==> src/rtl/ct_encrypt.sv <==
// ARC4 encryption engine: reads a length-prefixed plaintext, runs the ARC4
// key schedule and keystream generator against an external 256x8 S memory,
// and writes a length-prefixed ciphertext. pt_bad records any plaintext
// byte outside printable ASCII 0x20..0x7E.
//
// state    | meaning
// ---------+-------------------------------------------------
// IDLE     | ready, rdy=1, waiting for en
// INIT     | S[i]=i, one write per cycle
// KRDI     | KSA: read S[i]
// KRDJ     | KSA: capture si, update j with key byte, read S[j]
// KWRI     | KSA: capture sj, write S[i]=sj
// KWRJ     | KSA: write S[j]=si, advance i and key byte index
// LRDL     | read plaintext length byte
// LWRL     | write ct[0]=L, set up keystream indices
// PRDI     | PRGA: i+1, read S[i+1]
// PRDJ     | PRGA: capture si, update j, read S[j]
// PWRI     | PRGA: capture sj, write S[i]=sj
// PWRJ     | PRGA: write S[j]=si
// PRDK     | PRGA: read S[si+sj] and pt[k]
// PWRC     | PRGA: write ct[k]=keystream^pt, check printable
module ct_encrypt (
  input  logic        clk,
  input  logic        rst_n,
  input  logic        en,
  output logic        rdy,
  input  logic [23:0] key,
  output logic        pt_bad,
  output logic [7:0]  pt_addr,
  input  logic [7:0]  pt_rddata,
  output logic [7:0]  ct_addr,
  output logic [7:0]  ct_wrdata,
  output logic        ct_wren,
  output logic [7:0]  s_addr,
  input  logic [7:0]  s_rddata,
  output logic [7:0]  s_wrdata,
  output logic        s_wren
);

  typedef enum logic [3:0] {
    ST_IDLE, ST_INIT,
    ST_KRDI, ST_KRDJ, ST_KWRI, ST_KWRJ,
    ST_LRDL, ST_LWRL,
    ST_PRDI, ST_PRDJ, ST_PWRI, ST_PWRJ, ST_PRDK, ST_PWRC
  } state_t;

  state_t      state_q, state_d;
  logic [23:0] key_q, key_d;
  logic [7:0]  i_q, i_d;
  logic [7:0]  j_q, j_d;
  logic [7:0]  k_q, k_d;
  logic [7:0]  len_q, len_d;
  logic [7:0]  si_q, si_d;
  logic [7:0]  sj_q, sj_d;
  logic [1:0]  kidx_q, kidx_d;
  logic        pt_bad_q, pt_bad_d;

  logic [7:0]  kb;
  logic [7:0]  i_inc;
  logic [7:0]  j_ksa;
  logic [7:0]  j_prga;
  logic        pt_out_of_range;

  // Key byte selection and index arithmetic (all mod 256)
  always_comb begin
    case (kidx_q)
      2'd0:    kb = key_q[23:16];
      2'd1:    kb = key_q[15:8];
      default: kb = key_q[7:0];
    endcase
    i_inc           = i_q + 8'd1;
    j_ksa           = j_q + s_rddata + kb;
    j_prga          = j_q + s_rddata;
    pt_out_of_range = (pt_rddata < 8'h20) || (pt_rddata > 8'h7E);
  end

  // State and datapath registers; async reset returns every output to idle
  always_ff @(posedge clk or negedge rst_n) begin
    if (!rst_n) begin
      state_q  <= ST_IDLE;
      key_q    <= '0;
      i_q      <= '0;
      j_q      <= '0;
      k_q      <= '0;
      len_q    <= '0;
      si_q     <= '0;
      sj_q     <= '0;
      kidx_q   <= '0;
      pt_bad_q <= 1'b0;
    end else begin
      state_q  <= state_d;
      key_q    <= key_d;
      i_q      <= i_d;
      j_q      <= j_d;
      k_q      <= k_d;
      len_q    <= len_d;
      si_q     <= si_d;
      sj_q     <= sj_d;
      kidx_q   <= kidx_d;
      pt_bad_q <= pt_bad_d;
    end
  end

  // Next-state and memory-port outputs, decoded from the current state
  always_comb begin
    state_d   = state_q;
    key_d     = key_q;
    i_d       = i_q;
    j_d       = j_q;
    k_d       = k_q;
    len_d     = len_q;
    si_d      = si_q;
    sj_d      = sj_q;
    kidx_d    = kidx_q;
    pt_bad_d  = pt_bad_q;
    rdy       = 1'b0;
    pt_addr   = 8'd0;
    ct_addr   = 8'd0;
    ct_wrdata = 8'd0;
    ct_wren   = 1'b0;
    s_addr    = 8'd0;
    s_wrdata  = 8'd0;
    s_wren    = 1'b0;
    case (state_q)
      ST_IDLE: begin
        rdy = 1'b1;
        if (en) begin
          key_d    = key;
          pt_bad_d = 1'b0;
          i_d      = 8'd0;
          j_d      = 8'd0;
          kidx_d   = 2'd0;
          state_d  = ST_INIT;
        end
      end
      ST_INIT: begin
        s_addr   = i_q;
        s_wrdata = i_q;
        s_wren   = 1'b1;
        i_d      = i_inc;
        if (i_q == 8'hFF) state_d = ST_KRDI;
      end
      ST_KRDI: begin
        s_addr  = i_q;
        state_d = ST_KRDJ;
      end
      ST_KRDJ: begin
        si_d    = s_rddata;
        j_d     = j_ksa;
        s_addr  = j_ksa;
        state_d = ST_KWRI;
      end
      ST_KWRI: begin
        sj_d     = s_rddata;
        s_addr   = i_q;
        s_wrdata = s_rddata;
        s_wren   = 1'b1;
        state_d  = ST_KWRJ;
      end
      ST_KWRJ: begin
        s_addr   = j_q;
        s_wrdata = si_q;
        s_wren   = 1'b1;
        i_d      = i_inc;
        kidx_d   = (kidx_q == 2'd2) ? 2'd0 : kidx_q + 2'd1;
        state_d  = (i_q == 8'hFF) ? ST_LRDL : ST_KRDI;
      end
      ST_LRDL: begin
        pt_addr = 8'd0;
        state_d = ST_LWRL;
      end
      ST_LWRL: begin
        ct_addr   = 8'd0;
        ct_wrdata = pt_rddata;
        ct_wren   = 1'b1;
        len_d     = pt_rddata;
        i_d       = 8'd0;
        j_d       = 8'd0;
        k_d       = 8'd1;
        state_d   = (pt_rddata == 8'd0) ? ST_IDLE : ST_PRDI;
      end
      ST_PRDI: begin
        i_d     = i_inc;
        s_addr  = i_inc;
        state_d = ST_PRDJ;
      end
      ST_PRDJ: begin
        si_d    = s_rddata;
        j_d     = j_prga;
        s_addr  = j_prga;
        state_d = ST_PWRI;
      end
      ST_PWRI: begin
        sj_d     = s_rddata;
        s_addr   = i_q;
        s_wrdata = s_rddata;
        s_wren   = 1'b1;
        state_d  = ST_PWRJ;
      end
      ST_PWRJ: begin
        s_addr   = j_q;
        s_wrdata = si_q;
        s_wren   = 1'b1;
        state_d  = ST_PRDK;
      end
      ST_PRDK: begin
        s_addr  = si_q + sj_q;
        pt_addr = k_q;
        state_d = ST_PWRC;
      end
      ST_PWRC: begin
        ct_addr   = k_q;
        ct_wrdata = s_rddata ^ pt_rddata;
        ct_wren   = 1'b1;
        if (pt_out_of_range) pt_bad_d = 1'b1;
        k_d       = k_q + 8'd1;
        state_d   = (k_q == len_q) ? ST_IDLE : ST_PRDI;
      end
      default: state_d = ST_IDLE;
    endcase
  end

  assign pt_bad = pt_bad_q;

endmodule

==> config.mk <==
export PLATFORM = sky130hd
export DESIGN_NAME = ct_encrypt
export DESIGN_NICKNAME = d
export VERILOG_FILES = /design/src/rtl/ct_encrypt.sv
export SDC_FILE = /design/constraint.sdc
export NUM_CORES = 1
export LEC_CHECK = 0
export CAP_MARGIN = 20
export CORE_UTILIZATION = 49
export CTS_CLUSTER_DIAMETER = 50
export CTS_CLUSTER_SIZE = 16
export DETAILED_ROUTE_END_ITERATION = 8
export GPL_TIMING_DRIVEN = 0
export HOLD_SLACK_MARGIN = 0.1
export PLACE_DENSITY = 0.8
export SYNTH_ARGS = -nofsm -noshare
export SYNTH_HDL_FRONTEND = slang
export SYNTH_SLANG_ARGS = --single-unit
==> constraint.sdc <==
create_clock -name clk -period 3.86 [get_ports clk]
set_input_delay 0.772 -clock clk [delete_from_list [all_inputs] [get_ports clk]]
set_output_delay 0.772 -clock clk [all_outputs]
set_load 0.005 [all_outputs]
==> deck_impl_summary.md, run 1 <==
Physical Implementation Snapshot

Run status
  • Status: finished, violations left
  • Failing checks: setup timing

Global routing
  • GRT overflow: 0
  • First-pass GRT wire length: 23,700 um
  • GRT met1 Usage: 35.1%
  • Routing usage on met2: 47.3%
  • Vias in the first global route: 4,793

Worst setup path
  • Cell Chain, Critical Path: buf_12 > ha_4 > fa_2 > a21o_2 > a21oi_2 > nand3b_1 > nand3_2 > ha_4 > a21oi_4 > o211ai_1 > and2_4 > and4_4 > a2111oi_4 > nand3_1 > buf_2
  • Slowest cell delay on critical path: 360 ps
  • Slowest cell on the critical path: fa_2
  • Crit path launch: s_rddata[0]
  • Critical Path AT: 3550 ps
  • Critical Path Sink Type: primary output
  • Required time of the worst setup path: 3090 ps

Clock tree
  • Worst-path clk slew: 80 ps
  • CTS tree: built
  • Max Buffers Root-to-Sink: 2
  • H-tree levels: 3
  • CTS Buf Count: 9

Timing
  • Max Freq: 232 MHz
  • Final min period: 4320 ps
  • Final WS setup: -459 ps
  • Hold Fails Final Rpt: 0
  • Final worst-path cycle share: 112%
  • Final setup violation count: 4
  • RSZ-0062 raised after global routing: yes
  • Worst Tran Pin Value: 900 ps

Run
  • Number of max-cap violations: 0

Route
  • Vias: 4,826
  • Total Wirelength: 14,500 um
  • Drt first pass iters: 5
  • Number of antenna-violating nets in the routed design: 0
  • DRC Markers: 0
  • Via density: 5.92
  • Initial DRC count: 441

Power
  • NetSw: 2800 uW
  • Reg power frac: 22.8%
  • Int Power: 3700 uW
  • Power Density: 934 mW/mm^2
  • Power Total: 6500 uW
  • Worst-case vdd ir drop: 556 uV
  • Sw Ratio: 43.1%
  • Combinational share of power: 65.4%
  • Clock share of power: 11.8%
  • Leak Pwr: 0.00298 uW

Floorplanning
  • Die Span X: 105 um
  • I/O Pins: 87
  • Die area: 0.0110 sq mm
  • Die Y: 105 um
  • Row Count: 37

Layout
  • Most frequent logic cells in the routed design: 78 x dfrtp_1, 71 x clkdlybuf4s50_1, 69 x nand2_1
  • Nets: 743
  • Share of cells above drive strength 1: 23.4%
  • Count of non-filler cells in the finished layout: 815
  • Most frequent logic cell in the layout: dfrtp_1
  • FILL cells: 783
  • Syn-to-layout area delta: 33.9%

Synthesis
  • Asr flop ratio synth: 100%
  • Synth cell types: 59
  • Main flop type: dfrtp_1
  • Yosys warns: 0
  • #FFs+latches synth: 79
  • Number of enable flip-flop cells: 0
  • Synth Seq Share: 38.0%
  • Yosys stat area: 0.00520 sq mm
  • Synth Cell Area: 0.00520 sq mm
  • Syn Area/Cell: 9.36 sq um

Place
  • Post-place setup slack: -1600 ps
  • PortBufs: 86
  • Dpl hpwl: 10,500 um
  • Placed insts: 779

Min path
  • HP Class: input port to asynchronous set/reset pin
-- run 1: power groups by stage --
stage	logic [uW]	clock network, uW	registers (uW)
5_1_grt	4630	808	1530
2_1_floorplan	2460	0	1380
4_1_cts	3870	770	1480
3_3_place_gp	3310	0	1440
3_5_place_dp	3440	0	1470
6_report	4250	768	1480
-- run 1: sequential cells by signal (all words and copies together) (netlist names) --
signal,flops
i_q,8
j_q,8
k_q,8
key_q,24
kidx_q,2
len_q,8
pt_bad,1
si_q,8
sj_q,8
state_q,4
-- run 1: worst paths after layout --
| kind | endpoint | slack [ps] | cells after the start |
|---|---|---|---|
| worst max-delay path | s_addr[7] | -460 | 15 |
| worst min-delay path | key_q[14] | 310 | 1 |
| worst max register to register | j_q[7] | 740 | 14 |
| worst min register to register | key_q[9] | 510 | 1 |
| max in group asynchronous | j_q[0] | 2970 | 2 |
| min in group clk | key_q[9] | 510 | 1 |
-- run 1: logic make-up after synthesis --
kind of cell             after synthesis  share of synthesized area (%)
AND/OR/NAND/NOR                      179                           16.8
XOR/XNOR                              25                           4.21
flip-flops                            79                           38.0
multiplexers                          56                           11.9
buffers and inverters                 49                           3.80
adder cells (fa/ha/maj)               26                           6.68
AND-OR/OR-AND                        142                           18.7
-- run 1: Yosys cell counts, types with 8 or more instances --
cell type | count | area share [%]
ha_1 | 23 | 5.5
buf_2 | 11 | 1.1
nand3_1 | 18 | 1.7
xor2_1 | 16 | 2.7
a21oi_1 | 13 | 1.3
a222oi_1 | 9 | 1.7
inv_1 | 18 | 1.3
xnor2_1 | 9 | 1.5
nor3_1 | 10 | 0.96
and2_1 | 18 | 2.2
and3_1 | 8 | 0.96
nand2_1 | 69 | 5.0
o21ai_0 | 53 | 5.1
nor2b_1 | 8 | 0.96
dfrtp_1 | 79 | 38
nor2_1 | 26 | 1.9
clkbuf_1 | 16 | 1.2
mux2_2 | 47 | 10
mux2i_1 | 9 | 1.7
-- run 1: routing by layer --
metal | vias to the layer above | wire length, um
met5 | - | 0
met4 | 0 | 340
met2 | 209 | 7350
met1 | 2335 | 5860
met3 | 28 | 961
li1 | 2254 | -
-- run 1: repair_timing --
item,in CTS,in global routing
pin swaps,27,11
resized,71,32
setup buffers,17,3
hold buffers,0,0
setup endpoints to repair,9,15
cloned,0,0
-- run 1: cell type report --
type	instances	area [sq um]	share of cell area, %
buffer	30	134	1.92
inverter	18	67.6	0.970
multi-input combinational	428	3360	48.2
tap	136	170	2.44
clock inverter	7	120	1.72
sequential	79	1980	28.4
clock buffer	9	124	1.78
timing repair buffer	108	1010	14.5
-- run 1: through the flow --
step | instance area [sq um] | setup TNS, ps | hold slack, ps
3_5_place_dp | 6300 | -8240 | 495
3_3_place_gp | 6270 | -64990 | 488
6_report | 6970 | -1180 | 309
4_1_cts | 6830 | -1380 | 309
5_1_grt | 6970 | -1500 | 317
2_1_floorplan | 5240 | -22.1 | 472
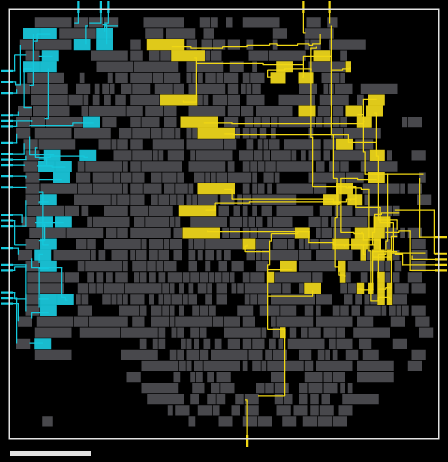
*Nets reached from selected ports, run 1*
Scale bar: 20 um.
[cyan] key | bits: 24 | direction: input | edge: 21 left, 3 top | end cells: 24 | wire: 336 um
[yellow] s_rddata | bits: 8 | direction: input | edge: 5 right, 2 top, 1 bottom | end cells: 49 | wire: 877 um

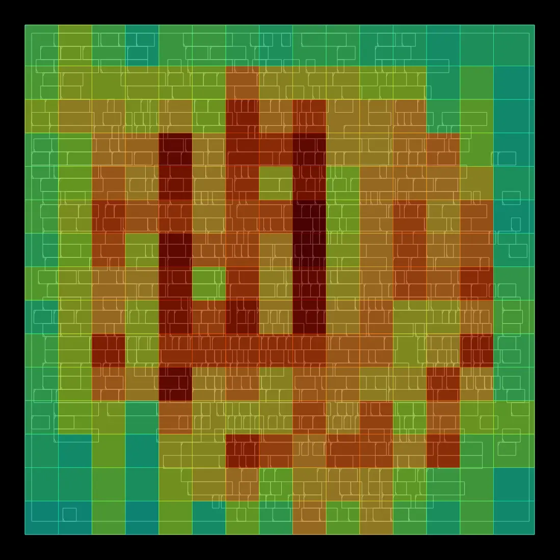
*Routing congestion, run 1*
GRT Total Usage: 27.4%
Avg WL per Cell: 17.8 um

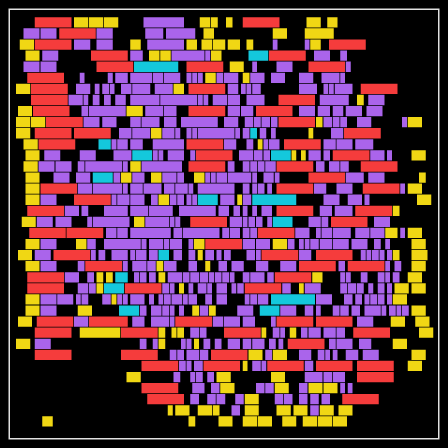
*Placed cells, one colour a class, run 1*
[yellow] other buffers and delay cells | cells: 138 | share of their area: 17%
[cyan] clock drivers and dummy loads | cells: 16 | share of their area: 3.6%
[red] flip-flops | cells: 79 | share of their area: 29%
[purple] all other logic | cells: 446 | share of their area: 50%
Finished Cell Area: 0.00697 sq mm
Core Footprint: 0.0103 sq mm
final core utilization: 67.5%
sequential cell area share: 28.4%

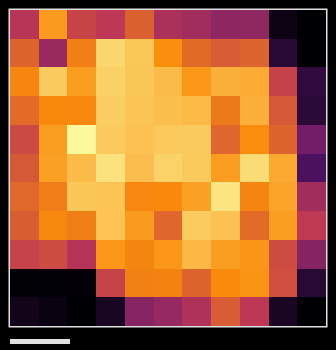
*Local utilization, run 1*
Scale bar: 20 um. 11 x 11 tiles, from black (low) to pale yellow (high), 0 to 100% covered.
mean over tiles: 62%
emptiest ninth of the die: lower left
densest ninth of the die: centre
tiles over 75% full: 41%
Core Util at FP: 50.4%

==> run 2, diff against run 1 <==
--- a/config.mk
+++ b/config.mk
@@ -5,6 +5,7 @@
 export SDC_FILE = /design/constraint.sdc
 export NUM_CORES = 1
 export LEC_CHECK = 0
+export ABC_CLOCK_PERIOD_IN_PS = 3860
 export CAP_MARGIN = 20
 export CORE_UTILIZATION = 49
 export CTS_CLUSTER_DIAMETER = 50
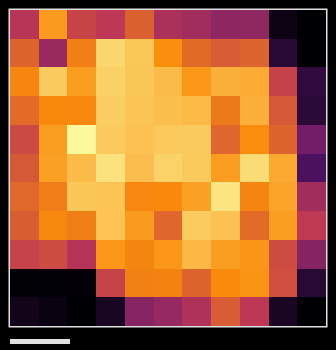
*Local utilization, run 2*
Scale bar: 20 um. 11 x 11 tiles, from black (low) to pale yellow (high), 0 to 100% covered.
mean over tiles: 62%
nearly empty tiles: 5.8%
densest ninth of the die: centre

==> run 2 against run 1 <==
  * The run still ends with setup timing left
  * Register-to-register slack hardly changed
  * Sequential cell count did not move
  * Clock skew did not move
  * Count of clock-buffer cells in the layout unchanged
  * Critical path type unchanged
  * Critical endpoint unchanged
  * Largest power group unchanged
  * Highest routed layer unchanged
==> deck_impl_summary.md, run 2 <==
Physical Implementation Snapshot

Layout
  • Sequential cell area: 0.00198 sq mm
  • Comb. cell area: 0.00336 sq mm
  • Most frequent logic cells in the routed design: 78 x dfrtp_1, 71 x clkdlybuf4s50_1, 69 x nand2_1
  • Max FFs per register: 24
  • Syn-to-layout area delta: 33.9%
  • Nets: 743
  • FILL cells: 783
  • Count of non-filler cells in the finished layout: 815
  • Finished Cell Area: 0.00697 sq mm

Synthesis
  • Synth cell types: 59
  • Top comb family, area: AND-OR/OR-AND gates
  • Syn Area/Cell: 9.36 sq um
  • Top cells by area: dfrtp_1 38%, mux2_2 10%, ha_1 5.5%, o21ai_0 5.1%, nand2_1 5.0%
  • Aoi share: 18.7%
  • Post-synthesis mux area share: 11.9%
  • Main flop type: dfrtp_1
  • Yosys top cell by area: dfrtp_1
  • XOR-XNOR Cells, Area Fraction: 4.21%
  • #FFs+latches synth: 79
  • Number of enable flip-flop cells: 0
  • Basic Gates by Area: 16.8%
  • Synth Seq Share: 38.0%
  • Area leader share: 38.0%
  • Synth Cell Area: 0.00520 sq mm
  • Top cells by count, synth: 79 x dfrtp_1, 69 x nand2_1, 53 x o21ai_0
  • Most frequent cell after synthesis: dfrtp_1
  • Asr flop ratio synth: 100%
  • Yosys stat area: 0.00520 sq mm
  • Yosys warns: 0

Floorplanning
  • Die area: 0.0110 sq mm
  • Die Y: 105 um
  • Die Span X: 105 um
  • Core Util at FP: 50.4%
  • Core Footprint: 0.0103 sq mm

Timing
  • Hold Fails Final Rpt: 0
  • Final min period: 4320 ps
  • Final worst-path cycle share: 112%
  • Final setup violation count: 4
  • Final WS setup: -459 ps
  • Worst Tran Pin Value: 900 ps

Route
  • Drt first pass iters: 5
  • DRC Markers: 0
  • Via density: 5.92
  • Avg WL per Cell: 17.8 um
  • Vias: 4,826

Clock tree
  • H-tree levels: 3
  • Count of hold-fix buffers inserted at cts: 0
  • CTS Buf Count: 9
  • CTS tree: built
  • Max Buffers Root-to-Sink: 2
  • Worst-path clk slew: 80 ps

Worst setup path
  • Required time of the worst setup path: 3090 ps
  • Cell Chain, Critical Path: buf_12 > ha_4 > fa_2 > a21o_2 > a21oi_2 > nand3b_1 > nand3_2 > ha_4 > a21oi_4 > o211ai_1 > and2_4 > and4_4 > a2111oi_4 > nand3_1 > buf_2
  • Critical Path AT: 3550 ps
  • Critical Path Sink Type: primary output

Power
  • Leak Pwr: 0.00298 uW
  • Worst-case vdd ir drop: 556 uV

Run status
  • Failing checks: setup timing
  • Status: finished, violations left

Min path
  • HP Class: input port to asynchronous set/reset pin

Place
  • PortBufs: 86

Global routing
  • GRT overflow: 0
  • First-pass GRT wire length: 23,700 um
  • Vias in the first global route: 4,793
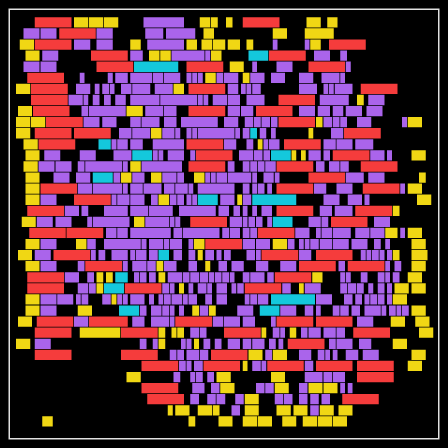
*Placed cells, one colour a class, run 2*
[purple] all other logic | cells: 446 | share of their area: 50%
[cyan] clock drivers and dummy loads | cells: 16 | share of their area: 3.6%
[red] flip-flops | cells: 79 | share of their area: 29%
[yellow] other buffers and delay cells | cells: 138 | share of their area: 17%
Row Count: 37

==> run 2: cell counts after synthesis <==
Identical to the previous run, type by type.
==> run 2: cell type report <==
cell class                      instances  share of cell area (%)
Buffer                                 30                    1.92
Timing Repair Buffer                  108                    14.5
Clock inverter                          7                    1.72
Inverter                               18                   0.970
Clock buffer                            9                    1.78
Multi-Input combinational cell        428                    48.2
Tap cell                              136                    2.44
Sequential cell                        79                    28.4
==> run 2: path summary, 6_finish.rpt <==
check / endpoint / slack (ps) / cells after the start
setup / recovery: s_addr[7] / -460 / 15
hold reg to reg: key_q[9] / 510 / 1
max in group asynchronous: j_q[0] / 2970 / 2
setup reg to reg: j_q[7] / 740 / 14
min in group clk: key_q[9] / 510 / 1
hold / removal: key_q[14] / 310 / 1
==> run 2: cell families after synthesis <==
family                   Yosys count
flip-flops                        79
adder cells (fa/ha/maj)           26
XOR/XNOR                          25
AND/OR/NAND/NOR                  179
AND-OR/OR-AND                    142
buffers and inverters             49
multiplexers                      56
==> run 2: timing repair <==
action,4_1_cts,5_1_grt
cloned,0,0
setup buffers,17,3
resized,71,32
pin swaps,27,11
endpoints found under the setup margin,9,15
endpoints found under the hold margin,0,0
==> run 2: worst register-to-register path: cells and delay by family (launching register included) <==
family	cells	cell delay [ps]
AOI/OAI and AO/OA	6	960
DFF	1	440
and+or+nand+nor	4	620
buffers and inverters	1	170
adders and majority gates	3	820
==> run 2: per-stage QoR <==
step                      TNS [ps]  utilization [%]  power (uW)  worst slack [ps]
after floorplan              -22.1                -        3840             -22.1
after global placement      -64990             60.8        4750             -1480
after detailed placement     -8240             61.0        4910             -1600
after CTS                    -1380             66.2        6120              -446
after global routing         -1500             67.5        6970              -503
final                        -1180             67.5        6500              -459
==> run 2: metal layers <==
metal,share of wire [%],global-route usage [%]
met1,40,35.1
met2,51,47.3
met5,0,0
met3,6.6,4.12
met4,2.3,9.15
==> run 2: power by group <==
| group | internal [uW] | switching [uW] |
|---|---|---|
| combinational | 2080 | 2170 |
| sequential | 1190 | 290 |
| clock | 432 | 336 |
No activity file was given, so power comes from the tool's default toggle rates.
